==> run_1/wire_density.png <==
Scale bar: 20 µm. 24 x 24 tiles, from dark purple (low) to yellow (high), scaled to the fullest tile. Values are wire area over tile area, all layers added.
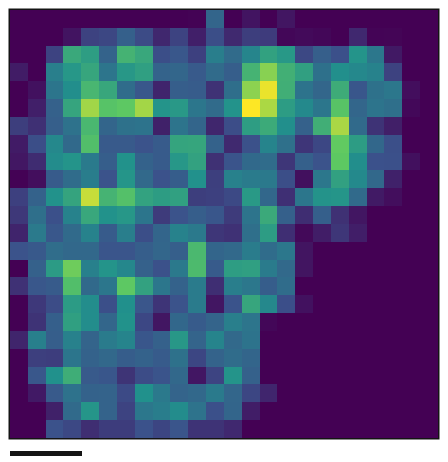
==> run_1/drive_strength.png <==
Scale bar: 20 µm.
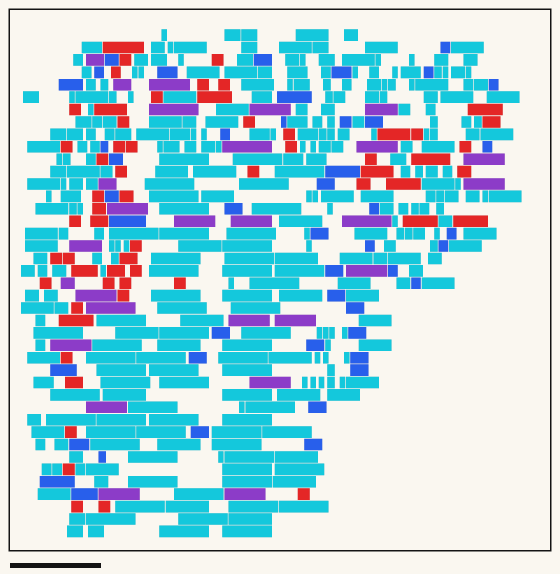
==> run_1/final_placement.png <==
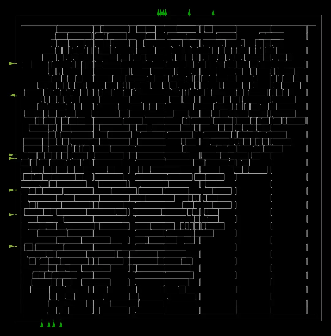
<file path="src/rtl/core_out_uart_tx.sv">
// Generic FIFO with combinational head. One cycle from push to head. Pop on empty is ignored.
// Push while full is dropped unless a pop happens on the same edge.
module uart_fifo #(
   parameter int WIDTH = 8,
   parameter int DEPTH = 8
) (
   input  logic                   clk,
   input  logic                   reset,
   input  logic                   push_vld,
   input  logic [WIDTH-1:0]       push_dat,
   input  logic                   pop_rdy,
   output logic [WIDTH-1:0]       head_dat,
   output logic [$clog2(DEPTH):0] count,
   output logic                   full
);
   localparam int AW = $clog2(DEPTH);

   logic [WIDTH-1:0] mem [DEPTH];
   logic [AW-1:0]    wr_ptr;
   logic [AW-1:0]    rd_ptr;
   logic             do_push;
   logic             do_pop;

   assign full     = (count == (AW+1)'(DEPTH));
   assign do_pop   = pop_rdy && (count != '0);
   // A full FIFO still accepts a push when the head leaves on the same edge.
   assign do_push  = push_vld && (!full || do_pop);
   assign head_dat = mem[rd_ptr];

   always_ff @(posedge clk) begin
      if (do_push) begin
         mem[wr_ptr] <= push_dat;
      end
   end

   always_ff @(posedge clk) begin
      if (reset) begin
         wr_ptr <= '0;
         rd_ptr <= '0;
         count  <= '0;
      end else begin
         if (do_push) begin
            wr_ptr <= wr_ptr + 1'b1;
         end
         if (do_pop) begin
            rd_ptr <= rd_ptr + 1'b1;
         end
         case ({do_push, do_pop})
            2'b10:   count <= count + 1'b1;
            2'b01:   count <= count - 1'b1;
            default: count <= count;
         endcase
      end
   end
endmodule

// Queues every change of core_out and sends each queued byte as an 8N1 UART frame.
// One cycle from captured change to start bit; values arriving at a full queue are dropped and flagged.
module core_out_uart_tx #(
   parameter int CLKS_PER_BIT = 4,
   parameter int FIFO_DEPTH   = 8
) (
   input  logic                        clk,
   input  logic                        reset,
   input  logic [7:0]                  core_out,
   output logic                        tx,
   output logic                        busy,
   output logic [$clog2(FIFO_DEPTH):0] fifo_count,
   output logic                        overflow
);
   localparam logic [15:0] BIT_RELOAD = 16'(CLKS_PER_BIT - 1);

   typedef enum logic [1:0] {IDLE, START, DATA, STOP} state_t;

   state_t      state;
   state_t      state_nxt;
   logic [15:0] timer;
   logic [15:0] timer_nxt;
   logic [2:0]  bit_idx;
   logic [2:0]  bit_idx_nxt;
   logic [7:0]  shift;
   logic [7:0]  shift_nxt;
   logic        tx_nxt;
   logic [7:0]  prev_q;
   logic        push_vld;
   logic        pop_rdy;
   logic        fifo_full;
   logic [7:0]  head_dat;

   assign push_vld = (core_out != prev_q);
   assign busy     = (state != IDLE);

   always_ff @(posedge clk) begin
      if (reset) begin
         prev_q   <= 8'h00;
         overflow <= 1'b0;
      end else begin
         prev_q <= core_out;
         if (push_vld && fifo_full && !pop_rdy) begin
            overflow <= 1'b1;
         end
      end
   end

   uart_fifo #(
      .WIDTH (8),
      .DEPTH (FIFO_DEPTH)
   ) u_fifo (
      .clk      (clk),
      .reset    (reset),
      .push_vld (push_vld),
      .push_dat (core_out),
      .pop_rdy  (pop_rdy),
      .head_dat (head_dat),
      .count    (fifo_count),
      .full     (fifo_full)
   );

   always_ff @(posedge clk) begin
      if (reset) begin
         state   <= IDLE;
         timer   <= '0;
         bit_idx <= '0;
         shift   <= '0;
         tx      <= 1'b1;
      end else begin
         state   <= state_nxt;
         timer   <= timer_nxt;
         bit_idx <= bit_idx_nxt;
         shift   <= shift_nxt;
         tx      <= tx_nxt;
      end
   end

   always_comb begin
      state_nxt   = state;
      timer_nxt   = timer;
      bit_idx_nxt = bit_idx;
      shift_nxt   = shift;
      tx_nxt      = tx;
      pop_rdy     = 1'b0;
      case (state)
         IDLE: begin
            tx_nxt = 1'b1;
            if (fifo_count != '0) begin
               pop_rdy     = 1'b1;
               shift_nxt   = head_dat;
               tx_nxt      = 1'b0;
               timer_nxt   = BIT_RELOAD;
               bit_idx_nxt = '0;
               state_nxt   = START;
            end
         end
         START: begin
            if (timer == '0) begin
               state_nxt   = DATA;
               tx_nxt      = shift[0];
               timer_nxt   = BIT_RELOAD;
               bit_idx_nxt = '0;
            end else begin
               timer_nxt = timer - 1'b1;
            end
         end
         DATA: begin
            if (timer == '0) begin
               timer_nxt = BIT_RELOAD;
               if (bit_idx == 3'd7) begin
                  state_nxt = STOP;
                  tx_nxt    = 1'b1;
               end else begin
                  // The next bit is already sitting in shift[1].
                  bit_idx_nxt = bit_idx + 1'b1;
                  shift_nxt   = {1'b0, shift[7:1]};
                  tx_nxt      = shift[1];
               end
            end else begin
               timer_nxt = timer - 1'b1;
            end
         end
         STOP: begin
            if (timer == '0) begin
               state_nxt = IDLE;
               tx_nxt    = 1'b1;
            end else begin
               timer_nxt = timer - 1'b1;
            end
         end
         default: begin
            state_nxt = IDLE;
            tx_nxt    = 1'b1;
         end
      endcase
   end
endmodule

</file>
<file path="config.mk">
export PLATFORM = sky130hd
export DESIGN_NAME = core_out_uart_tx
export DESIGN_NICKNAME = d
export VERILOG_FILES = /design/src/rtl/core_out_uart_tx.sv
export SDC_FILE = /design/constraint.sdc
export NUM_CORES = 1
export LEC_CHECK = 0
export CAP_MARGIN = 15
export CORE_MARGIN = 2
export CORE_UTILIZATION = 40
export CTS_CLUSTER_DIAMETER = 60
export DETAILED_ROUTE_END_ITERATION = 10
export PLACE_DENSITY_LB_ADDON = 0.25
export REMOVE_ABC_BUFFERS = 1
export SETUP_SLACK_MARGIN = 0.4
export SLEW_MARGIN = 20
export SYNTH_ARGS = -nofsm -noshare
export SYNTH_HDL_FRONTEND = slang
export SYNTH_HIERARCHICAL = 1
export SYNTH_SLANG_ARGS = --single-unit
</file>
<file path="constraint.sdc">
create_clock -name clk -period 2.65 [get_ports clk]
set_input_delay 0.53 -clock clk [delete_from_list [all_inputs] [get_ports clk]]
set_output_delay 0.53 -clock clk [all_outputs]
set_load 0.01 [all_outputs]
</file>
==> reports/metrics.cfg, run 1 <==
[worst_setup_path]
crit_path_start=core_out[7]
cp_top_family=simple AND/OR/NAND/NOR gates
worstPathRequired_ns=3.00
path_depth=12
slowest_stage=nor4_2
rr_startpoint=prev_q[7]
cp_max_fo=3
r2r_slack_ns=0.38
reg2reg_to=u_fifo/count[3]
path_buffers=3
slowest_delay_ns=0.31
critPathKind=primary input to flop
critical_path_arrival_ns=2.63
cp-endpoint=u_fifo/count[3]
path_cells=clkdlybuf4s15_1, xor2_2, nor4_2, buf_4, nand2_4, or2_4, inv_4, ha_4, a21oi_2, nand2_2, o311a_1, nand4_1
cp-start-kind=primary input
crit_path_end_kind=flop
ff2ff_path_depth=11

[global_routing]
grt_pass1_wl_um=16040
first_global_vias=3184
overflow=0
antenna_found_initial=0
grt_max_degree=27
track_usage=0.1498

[synth]
synth_cells=387
ys_async_sr_fraction=0
most_common_cell=edfxtp_1
synthTopCellsByCount=edfxtp_1 (64), dfxtp_1 (52), nor2_1 (44)
yosys.area.top_type=edfxtp_1
ys.flops=116
ys_cells=387
netlist_area_um2=5234
area_leaders=edfxtp_1 (37%), dfxtp_1 (20%), mux4_1 (8.0%), xor2_1 (4.0%), nor2_1 (3.2%)
synth-main-ff-cell=edfxtp_1
synth_warnings=6
synth.distinct_cells=53
edf_count=64
synth_top_area_share=0.3672
ys_chip_area_um2=5234
syn_avg_cell_area_um2=13.52
ys_seq_frac=0.5661

[pwr]
powerSeq_uw=2270
switching_share=0.3086
leakagePower_uw=0.002483
power-top-group=clock
p_sw_uw=2091
power.density_nw_per_um2=1030
ir_worst_vdd_uv=556.7
power_frac_comb=0.316
p_seq_frac=0.335
comb-power_uw=2140
powerClk_uw=2370
clock_power_share=0.350
p_int_uw=4685

[drt]
drc_errors=0
firstDrtPassIters=4
via_count=3234
viasPerCell=5.141
ant_nets=0
drtIter0Drc=237

[final_timing]
hold_slack_ns=0.4711
hold_viol=0
max_freq_mhz=439.3
rsz0062_at_grt=yes
maxSlewViolCount=0
worstMarginPinSlew_ns=0.6582
fin_skew_ns=0.01570
setup_violations=0
slew_headroom=0.5606
min_period_ns=2.276
finalSetupTns_ns=0
fin_crit_sh=0.8590

[final_layout]
final_net_count=467
drive_gt1_frac=0.2888
fill_cells=1126
logic_gates=243
buf_share=0.07376
largest_register=u_fifo/mem
seq_area_um2=2967
inverters=11
antenna_cells=0
nClkBuffers=19
top_regs=u_fifo/mem: 64 flops, timer: 16 flops
clkCellAreaFrac=0.09354
lay_top_count=edfxtp_1
seq_area_frac=0.4508
sh_comb_area=0.3426
largest_reg_flops=64
dominant_cells=registers
final_cell_mix=edfxtp_1 (64), dfxtp_1 (49), nor2_1 (40), buf_4 (34), xor2_1 (22)
comb_area_um2=2255

[worst_hold_path]
hold_end=overflow
hold_depth=2
min-delay-start=overflow
hp-class=flop to flop

[job]
tool_warnings=31
max_cap_violations=0

[clock_network]
cts_tree=built
cts_hold_buffers=0
cts-htree-levels=4
path_clk_slew_ns=0.05
cts_sinks=116
cts_buffers=17
clk_latency_ns=0.42
ctsLongestPathBuffers=2
cts_setup_buffers=2
ctsResizeCount=29
root_buffer=clkbuf_16

[outcome]
status=finished clean

[floorplanning]
core_um2=12720
io_pins=17
fp.dieW_um=118.4
die-height_um=118.4
die-area_um2=14020
fp_util=0.4114
rows=41

[placed_design]
dpl_cell_area_um2=5799
routabilityCongestion=0.7667
port_buffers=16
dpl.hpwl_um=6539
place_ws_ns=-0.6248

-- wire_density.png (at the start) --
The emptiest ninth of the die: lower right. 15% of the tiles are over half the peak. The densest ninth of the die: middle left. 29% of the tiles are nearly empty. The fullest tile reaches 0.44. The mean over all tiles is 0.11.
Routed WL per cell: 15.92 µm
Post-Route WL: 10010 µm

-- drive_strength.png (at the start) --
Key: red = drive 3 to 4 [cells 59, share 13%]; cyan = drive 1 or less [cells 325, share 71%]; blue = drive 2 [cells 46, share 10%]; purple = drive 6 and up [cells 27, share 5.9%]
final instance area: 6581 µm²
worst setup margin: 0.3736 ns
Layout area overhead: 25.75%
Non-CTS buffers: 55

-- final_placement.png (at the start) --
Seq cells: 116
Final Util: 0.5173
tap cells: 172

==> run 1: per-layer routing <==
metal / wire length, µm / track usage / part of all wire
met1: 4580 / 0.1836 / 0.46
met2: 5011 / 0.2442 / 0.50
met5: 0 / 0 / 0
met3: 306 / 0.04633 / 0.031
met4: 113 / 0.06473 / 0.011
==> run 1: kinds of logic after synthesis <==
kind of cell / count (synthesis) / synth area share
AND/OR/NAND/NOR: 130 / 0.1520
flip-flops: 116 / 0.5661
AND-OR/OR-AND: 44 / 0.07124
multiplexers: 29 / 0.1073
buffers and inverters: 28 / 0.02558
XOR/XNOR: 27 / 0.04518
adder cells (fa/ha/maj): 13 / 0.03251
==> run 1: metrics by stage <==
stage	total power, µW	std cells
floorplan	3715	370
global placement	4292	594
detailed placement	4326	594
CTS	6756	628
global route	7136	629
finish	6776	629
==> run_1/clock_map.png <==
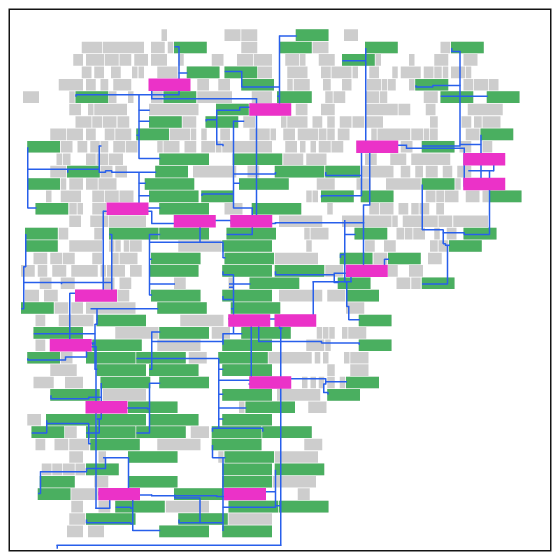

## Run 2: what changed since run 1
--- a/config.mk
+++ b/config.mk
@@ -6,7 +6,7 @@
 export NUM_CORES = 1
 export LEC_CHECK = 0
-export CAP_MARGIN = 15
+export CAP_MARGIN = 10
 export CORE_MARGIN = 2
-export CORE_UTILIZATION = 40
+export CORE_UTILIZATION = 55
 export CTS_CLUSTER_DIAMETER = 60
 export DETAILED_ROUTE_END_ITERATION = 10
==> constraint.sdc (replaced) <==
create_clock -name clk -period 2.65 [get_ports clk]
set_input_delay 0.795 -clock clk [delete_from_list [all_inputs] [get_ports clk]]
set_output_delay 0.795 -clock clk [all_outputs]
set_load 0.01 [all_outputs]
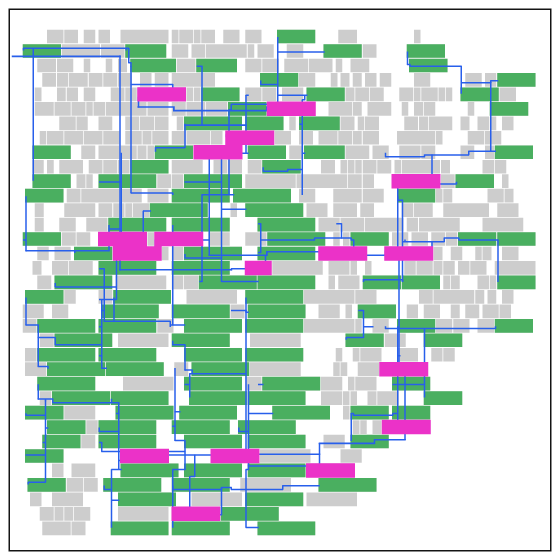
(run_2/clock_map.png)
Key: green = flip-flops [count 116]; blue = clock wires [length 1360 µm]; magenta = cells driving clock nets [count 17]
Position of the flops: spread over the die. There are 18 routed clock nets.
clock network power share: 0.317
Max Clock Skew: 0.01112 ns
P_clk: 2080 µW
clock latency on the worst-skew pair: 0.51 ns

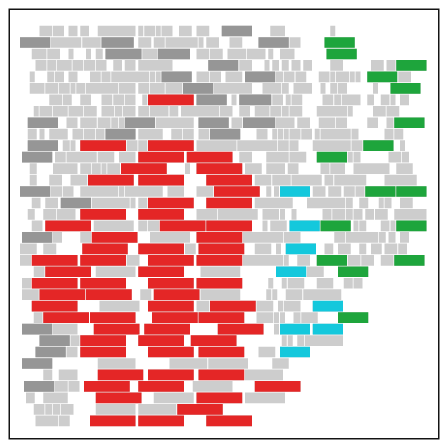
(run_2/registers.png)
Other sequential cells in the stronger gray, the rest of the logic in the fainter gray.
Key: green = timer [sequential cells 16]; red = u_fifo/mem [sequential cells 64]; cyan = shift [sequential cells 8]

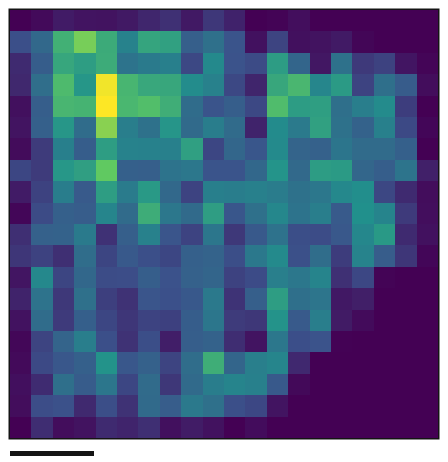
(run_2/wire_density.png)
Scale bar: 20 µm. 20 x 20 tiles, from dark purple (low) to yellow (high), scaled to the fullest tile. Values are wire area over tile area, all layers added.
The fullest tile reaches 0.60. The emptiest ninth of the die: lower right. 16% of the tiles are nearly empty.
Routed WL per cell: 17.84 µm
Total GRT Usage: 0.2130
Post-Route WL: 10600 µm

==> reports/metrics.cfg, run 2 <==
[outcome]
status=finished clean

[final_layout]
fin_area_um2=6506  ; -1.1%
largest_reg_flops=64  ; unchanged
buf_share=0.08019  ; +0.006428
comb_area_um2=2258  ; +0.17%
largest_register=u_fifo/mem
top_regs=u_fifo/mem: 64 flops, timer: 16 flops
fin_util=0.7041  ; +0.1868
dominant_cells=registers
buffers=63  ; +15%
synthToLayoutAreaGrowth_pct=24.31
sh_comb_area=0.3471  ; +0.004531
clkCellAreaFrac=0.08442  ; -0.009113
seq_area_um2=2972  ; +0.17%
lay_top_count=edfxtp_1
final_net_count=475  ; +1.7%
nClkBuffers=17  ; -2
fill_cells=600  ; -47%
flops=116  ; unchanged
seq_area_frac=0.4567  ; +0.005969
antenna_cells=0  ; unchanged
inverters=11  ; unchanged
fin_cells=594  ; -5.6%
drive_gt1_frac=0.3355  ; +0.04664
logic_gates=243  ; unchanged

[floorplanning]
die-area_um2=10310  ; -26%
fp_util=0.5664  ; +0.1550
io_pins=17  ; unchanged
nWellTaps=129  ; -25%
core_um2=9240  ; -27%
rows=35  ; -15%
die-height_um=101.6  ; -14%
fp.dieW_um=101.6  ; -14%

[global_routing]
grt_most_used_layer=met2
grt_max_degree=27  ; unchanged
grtUsageMet3=0.05176  ; +0.005428
overflow=0  ; unchanged
antenna_found_initial=0  ; unchanged
grt_pass1_wl_um=16590  ; +3.4%
first_global_vias=3341  ; +4.9%
met2_usage=0.3563  ; +0.1121
met1_usage=0.2786  ; +0.09500

[final_timing]
fin_crit_sh=0.8860  ; +0.02695
max_freq_mhz=425.9  ; -3.0%
maxSlewViolCount=0  ; unchanged
rsz0062_at_grt=yes
hold_viol=0  ; unchanged
fin_ws_ns=0.3022  ; -0.07143 ns
hold_slack_ns=0.4771  ; +0.005953 ns
min_period_ns=2.348  ; +0.07143 ns
worstMarginPinSlew_ns=0.5957  ; -0.06245 ns
slew_headroom=0.5998  ; +0.03918
setup_violations=0  ; unchanged
finalSetupTns_ns=0  ; unchanged

[worst_setup_path]
ff2ff_path_depth=10  ; -1
cp-start-kind=primary input
r2r_slack_ns=0.34  ; -0.04 ns
worstPathRequired_ns=3.10  ; +0.10 ns
crit_path_start=core_out[2]
rr_startpoint=u_fifo/count[1]
reg2reg_to=u_fifo/count[3]
critical_path_arrival_ns=2.79  ; +0.16 ns
critPathKind=primary input to flop
crit_path_end_kind=flop
cp-endpoint=u_fifo/count[3]
cp_max_fo=4  ; +1

[synth]
ys_cells=387  ; unchanged
most_common_cell=edfxtp_1
ys_async_sr_fraction=0  ; unchanged
ys.flops=116  ; unchanged
synth_cells=387  ; unchanged
netlist_area_um2=5234  ; unchanged
area_leaders=edfxtp_1 (37%), dfxtp_1 (20%), mux4_1 (8.0%), xor2_1 (4.0%), nor2_1 (3.2%)
synth-main-ff-cell=edfxtp_1
edf_count=64  ; unchanged
yosys.area.top_type=edfxtp_1
synth_top_area_share=0.3672  ; unchanged
synth.distinct_cells=53  ; unchanged
synth_warnings=6  ; unchanged
synthTopCellsByCount=edfxtp_1 (64), dfxtp_1 (52), nor2_1 (44)
ys_chip_area_um2=5234  ; unchanged
syn_avg_cell_area_um2=13.52  ; unchanged
ys_seq_frac=0.5661  ; unchanged

[clock_network]
ctsLongestPathBuffers=2  ; unchanged
root_buffer=clkbuf_8
path_clk_slew_ns=0.06  ; about the same
cts-htree-levels=4  ; unchanged
cts_sinks=116  ; unchanged
cts_buffers=17  ; unchanged
cts_hold_buffers=0  ; unchanged
cts_tree=built

[drt]
drc_errors=0  ; unchanged
viasPerCell=5.673  ; +10%
ant_nets=0  ; unchanged
wl_met3_um=335  ; +9.5%
routedLengthMet1_um=4583  ; about the same
top_layer_used=met4
drtIter0Drc=187  ; -21%
via_count=3370  ; +4.2%
dr_wl_met2_um=5574  ; +11%

[pwr]
comb-power_uw=2210  ; +3%
leakagePower_uw=0.002489  ; +0.25%
power-top-group=sequential cells
p_int_uw=4326  ; -7.7%
ir_worst_vdd_uv=540.0  ; -3.0%
p_sw_uw=2253  ; +7.8%
power.density_nw_per_um2=1011  ; -1.8%
switching_share=0.3425  ; +0.03391
power_frac_comb=0.336  ; +0.020
powerSeq_uw=2280  ; about the same
p_total_uw=6579  ; -2.9%
p_seq_frac=0.347  ; +0.012

[worst_hold_path]
min-delay-start=tx
hold_end=tx
hp-class=flop to flop
hold_depth=2  ; unchanged

[placed_design]
dpl_cell_area_um2=5738  ; -1.1%
dp_cells=550  ; -7.4%
place_ws_ns=-0.7256  ; -0.1008 ns
routabilityCongestion=0.7660  ; about the same
port_buffers=16  ; unchanged
dpl.hpwl_um=6546  ; +0.11%

[job]
max_cap_violations=0  ; unchanged
tool_warnings=31  ; unchanged

-- run 2: logic make-up after synthesis --
logic type	after synthesis	share of synthesized area
AND-OR/OR-AND	44	0.07124
XOR/XNOR	27	0.04518
adder cells (fa/ha/maj)	13	0.03251
buffers and inverters	28	0.02558
flip-flops	116	0.5661
multiplexers	29	0.1073
AND/OR/NAND/NOR	130	0.1520
-- run 2: critical path: stages --
cell     delay (ns)
buf_8          0.10
xor2_2         0.16
nor4_2         0.27
buf_4          0.17
nand2_4        0.05
or2_4          0.28
inv_4          0.07
ha_4           0.21
a21oi_2        0.15
nand2_2        0.09
or3_1          0.36
nand4_1        0.09
-- run 2: timing repair --
| item | in CTS | in global routing |
|---|---|---|
| buffers inserted | 8 | 4 |
| endpoints found under the setup margin | 73 | 26 |
| gates resized | 60 | 14 |
| pin swaps | 15 | 16 |
==> run_2/final_placement.png <==
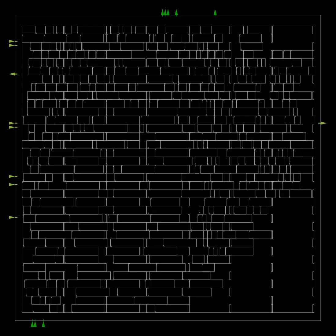

## Run 3: what changed since run 2
Settings changed: REMOVE_ABC_BUFFERS 1 to not set.
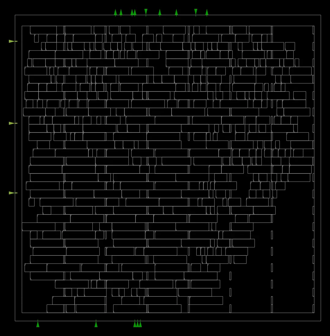
(run_3/final_placement.png)
tap cells: 129
core area: 9240 µm²
sequential portion of the cell area: 0.4553

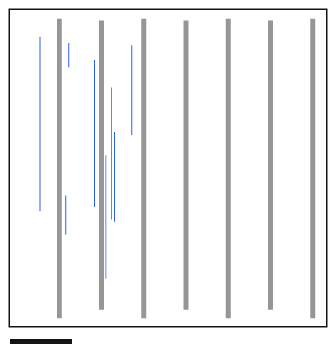
(run_3/met4.png)
Scale bar: 20 µm. Supply wires on this layer in gray.
The layer holds 2.4% of the routed length. 8 nets have wire on it. The wires run mostly vertical. The longest straight run is 55.8 µm. The layer carries 261 µm of wire.

==> reports/metrics.cfg, run 3 <==
[final_layout]
sh_comb_area=0.3580  ; +0.01089
antenna_cells=0  ; unchanged
final_net_count=459  ; -3.4%
inverters=11  ; unchanged
clkCellAreaFrac=0.08740  ; +0.002974
nClkBuffers=17  ; unchanged
comb_area_um2=2342  ; +3.7%
buf_share=0.06789  ; -0.01230
fill_cells=609  ; +1.5%
largest_reg_flops=64  ; unchanged
dominant_cells=registers
logic_gates=243  ; unchanged
flops=116  ; unchanged
buffers=47  ; -25%
seq_area_um2=2979  ; +0.25%

[floorplanning]
die-height_um=101.6  ; unchanged
die-area_um2=10310  ; unchanged
fp.dieW_um=101.6  ; unchanged
fp_util=0.5664  ; unchanged

[placed_design]
routabilityCongestion=0.7774  ; +1.5%
port_buffers=16  ; unchanged
place_ws_ns=-0.7616  ; -0.03606 ns
dpl.hpwl_um=6573  ; +0.42%

[global_routing]
antenna_found_initial=0  ; unchanged
met1_usage=0.2644  ; -0.01415
grtUsageMet3=0.04762  ; -0.004141
grt_max_degree=39  ; +44%
overflow=0  ; unchanged
first_global_vias=3285  ; -1.7%

[synth]
edf_count=64  ; unchanged
ys_cells=387  ; unchanged
synth_warnings=6  ; unchanged
synth-main-ff-cell=edfxtp_1
ys_chip_area_um2=5234  ; unchanged
synth.distinct_cells=53  ; unchanged
synth_top_area_share=0.3672  ; unchanged
most_common_cell=edfxtp_1
synthTopCellsByCount=edfxtp_1 (64), dfxtp_1 (52), nor2_1 (44)
syn_avg_cell_area_um2=13.52  ; unchanged
synth_cells=387  ; unchanged
ys_seq_frac=0.5661  ; unchanged

[worst_setup_path]
cp-endpoint=u_fifo/count[3]
path_depth=11  ; -1
cp_top_family=simple AND/OR/NAND/NOR gates
path_buffers=2  ; -1
cp-start-kind=primary input
slowest_stage=nor4_4
slowest_delay_ns=0.34  ; -0.02 ns
reg2reg_to=u_fifo/count[3]
critPathKind=primary input to flop
path_cells=buf_8, xor2_4, nor4_4, nand2_1, or2_4, inv_4, ha_4, a21oi_4, nand2_2, o311a_1, nand4_1
crit_path_start=core_out[7]
crit_path_end_kind=flop
cp_max_fo=3  ; -1

[drt]
drc_errors=0  ; unchanged
dr_wl_met2_um=5825  ; +4.5%
ant_nets=0  ; unchanged
top_layer_used=met4
routedLengthMet1_um=4459  ; -2.7%

[clock_network]
ctsResizeCount=52  ; -13%
cts_tree=built
cts_hold_buffers=0  ; unchanged
path_clk_slew_ns=0.06  ; about the same
cts-htree-levels=4  ; unchanged
cts_sinks=116  ; unchanged
clk_latency_ns=0.51  ; about the same

[pwr]
leakagePower_uw=0.002445  ; -1.8%
power-top-group=sequential cells
clock_power_share=0.330  ; +0.013
comb-power_uw=2090  ; -5%
powerSeq_uw=2330  ; +2%
power.density_nw_per_um2=1009  ; -0.17%
p_seq_frac=0.353  ; +0.006

[final_timing]
min_period_ns=2.240  ; -0.1079 ns
fin_ws_ns=0.4101  ; +0.1079 ns
fin_skew_ns=0.01252  ; +0.001407 ns
finalSetupTns_ns=0  ; unchanged
slew_headroom=0.5246  ; -0.07524
maxSlewViolCount=0  ; unchanged

[outcome]
status=finished clean

[worst_hold_path]
min-delay-start=shift[7]

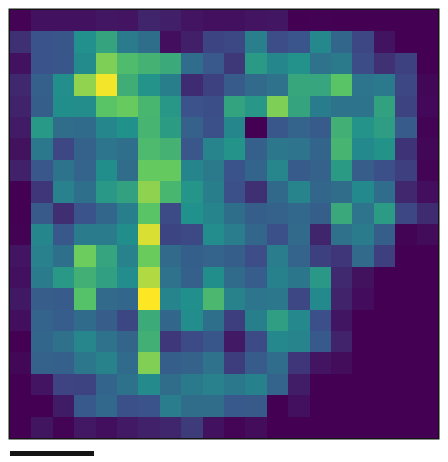
(run_3/wire_density.png)
Scale bar: 20 µm. 20 x 20 tiles, from dark purple (low) to yellow (high), scaled to the fullest tile. Values are wire area over tile area, all layers added.
17% of the tiles are nearly empty. The emptiest ninth of the die: lower right. 16% of the tiles are over half the peak.
Routed WL per cell: 18.89 µm
Vias: 3295
Post-Route WL: 10920 µm

==> run 3: cell counts after synthesis <==
Identical to the previous run, type by type.
==> run 3: metrics by stage <==
step	utilization	total power [µW]	instances	cell area [µm²]	hold WS, ns
6_report	0.7081	6604	578	6543	0.4745
5_1_grt	0.7081	6913	578	6543	0.5042
3_3_place_gp	0.6269	4214	542	5793	0.4597
3_5_place_dp	0.6269	4272	542	5793	0.4641
4_1_cts	0.6984	6506	576	6454	0.4722
2_1_floorplan	-	3808	387	5305	0.4481
==> run 3: kinds of logic after synthesis <==
group,share of synthesized area
and+or+nand+nor,0.1520
DFF,0.5661
AOI/OAI and AO/OA,0.07124
muxes,0.1073
buffers and inverters,0.02558
xor gates and xnor gates,0.04518
adders and majority gates,0.03251
Power figures rest on the tool's default switching activity, not on a simulated workload.
